==> config.mk <==
export PLATFORM = sky130hd
export DESIGN_NAME = l2_ifill
export DESIGN_NICKNAME = d
export VERILOG_FILES = /design/src/rtl/l2_ifill.sv
export SDC_FILE = /design/constraint.sdc
export NUM_CORES = 1
export LEC_CHECK = 0
export CORE_ASPECT_RATIO = 1.25
export CORE_MARGIN = 3
export CORE_UTILIZATION = 60
export DETAILED_ROUTE_END_ITERATION = 16
export DONT_BUFFER_PORTS = 1
export PLACE_DENSITY = 0.76
export SYNTH_ARGS = -nofsm -noshare
export SYNTH_HDL_FRONTEND = slang
export SYNTH_SLANG_ARGS = --single-unit
==> constraint.sdc <==
create_clock -name clk -period 8.2 [get_ports clk]
set_input_delay 1.64 -clock clk [delete_from_list [all_inputs] [get_ports clk]]
set_output_delay 1.64 -clock clk [all_outputs]
set_load 0.005 [all_outputs]
**Cell classes on the final placement**

(2 px per um) Fill, decap, tap and diode cells in grey.
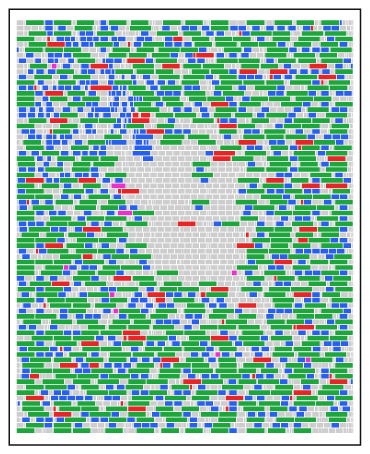
magenta -> other buffers and delay cells  # cells 9, share of their area 0.41%
blue -> combinational and other logic  # cells 648, share of their area 30%
red -> clock drivers and dummy loads  # cells 93, share of their area 7.0%
green -> flops  # cells 526, share of their area 62%
final instance area: 23,400 um2
core area: 34,800 um2
register share of the cell area: 60.8%
Rows: 76
Util after Layout: 67.1%

**Floorplan with the power grid**

(1.5 px per um) Pins as bars on the die edge.
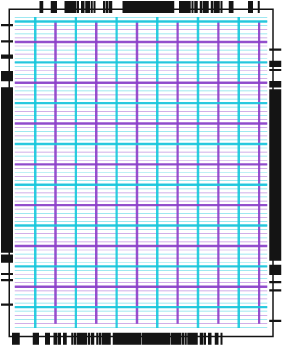
purple -> VDD
cyan -> VSS
met4 straps = 12
met5 straps = 15
worst vdd ir: 0.000218 V
Die Height: 217 um
die width: 175 um

**Register map, names as in the netlist**

(2 px per um) Other sequential cells in the stronger grey, the rest of the logic in the fainter grey.
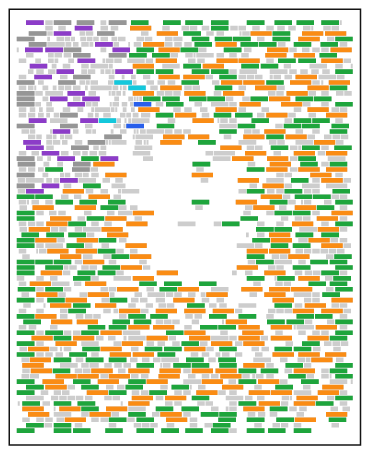
cyan -> state_q  # sequential cells 3
blue -> count_q  # sequential cells 2
green -> L2_block_read  # sequential cells 256, where widely spread
orange -> fill_q  # sequential cells 210, where widely spread
purple -> buf_tag_q  # sequential cells 27, where north-west
not coloured = 28
Seq power: 0.00302 W
Register Area: 14,200 um2

**Routing congestion map**

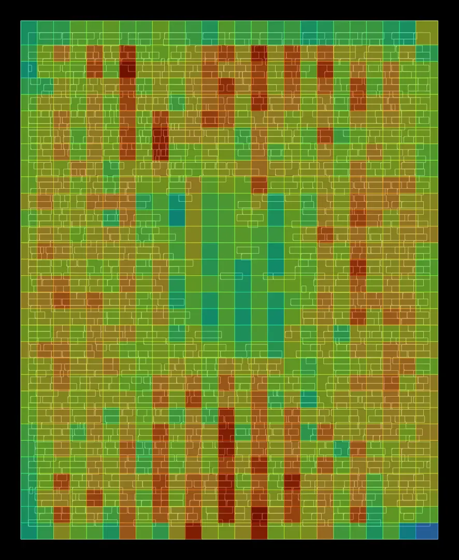
GRT Total Usage: 22.0%
GRT busiest layer: met2
per-cell routed wire length: 24.1 um
met2 Use GR: 37.3%
met1 Usage GRT: 26.2%

==> flow_summary.yaml <==
# generated from flow reports
power_and_ir_drop:
  p_clk_w: 0.00223
  powerDensity_nw_per_um2: 271
  p_seq_share_pct: 47.7
finish:
  logic_gate_count: 643
  biggestCellCategory: "registers"
  clock_buffers: 72
  area_growth_pct: 9.19
  ff_count: 526
  final-nonclk-buf-share_pct: 0.396
  drive_gt1_share_pct: 27.5
  final-clk-cell-share_pct: 6.86
critical_path:
  worst-path-buf-inv: 1
  cp_max_fo: 139
  reg2regPathDepth: 5
  crit_family: "simple AND/OR/NAND/NOR gates"
  slowest_delay_ns: 0.72
run:
  drv_cap: 0
synth:
  syn_inst: 1237
  synth_seq_share_pct: 66.4
  synth_area_um2: 21400
  flop_cell: "dfrtp_1"
  ys_sh_simple_pct: 1.27
  edf_count: 210
detailed_routing:
  routed_wl_um: 42000
  ant_nets: 0
global_routing:
  grt_max_degree: 317
  grt_pass1_vias: 11200
  use_met3_pct: 8.81
  grt_pass1_wl_um: 65300
die:
  chipArea_um2: 38000
clock_tree:
  post-cts-setup-buffers: 0
outcome:
  status: "completed"
timing:
  setup_ws_ns: 4.09
  rsz0062_at_grt: "false"
  skew_ns: 0.0209
  finalCritPeriodShare_pct: 50.1
worst_hold_path:
  hold_class: "reg2reg"
No activity file was given, so power comes from the tool's default toggle rates.
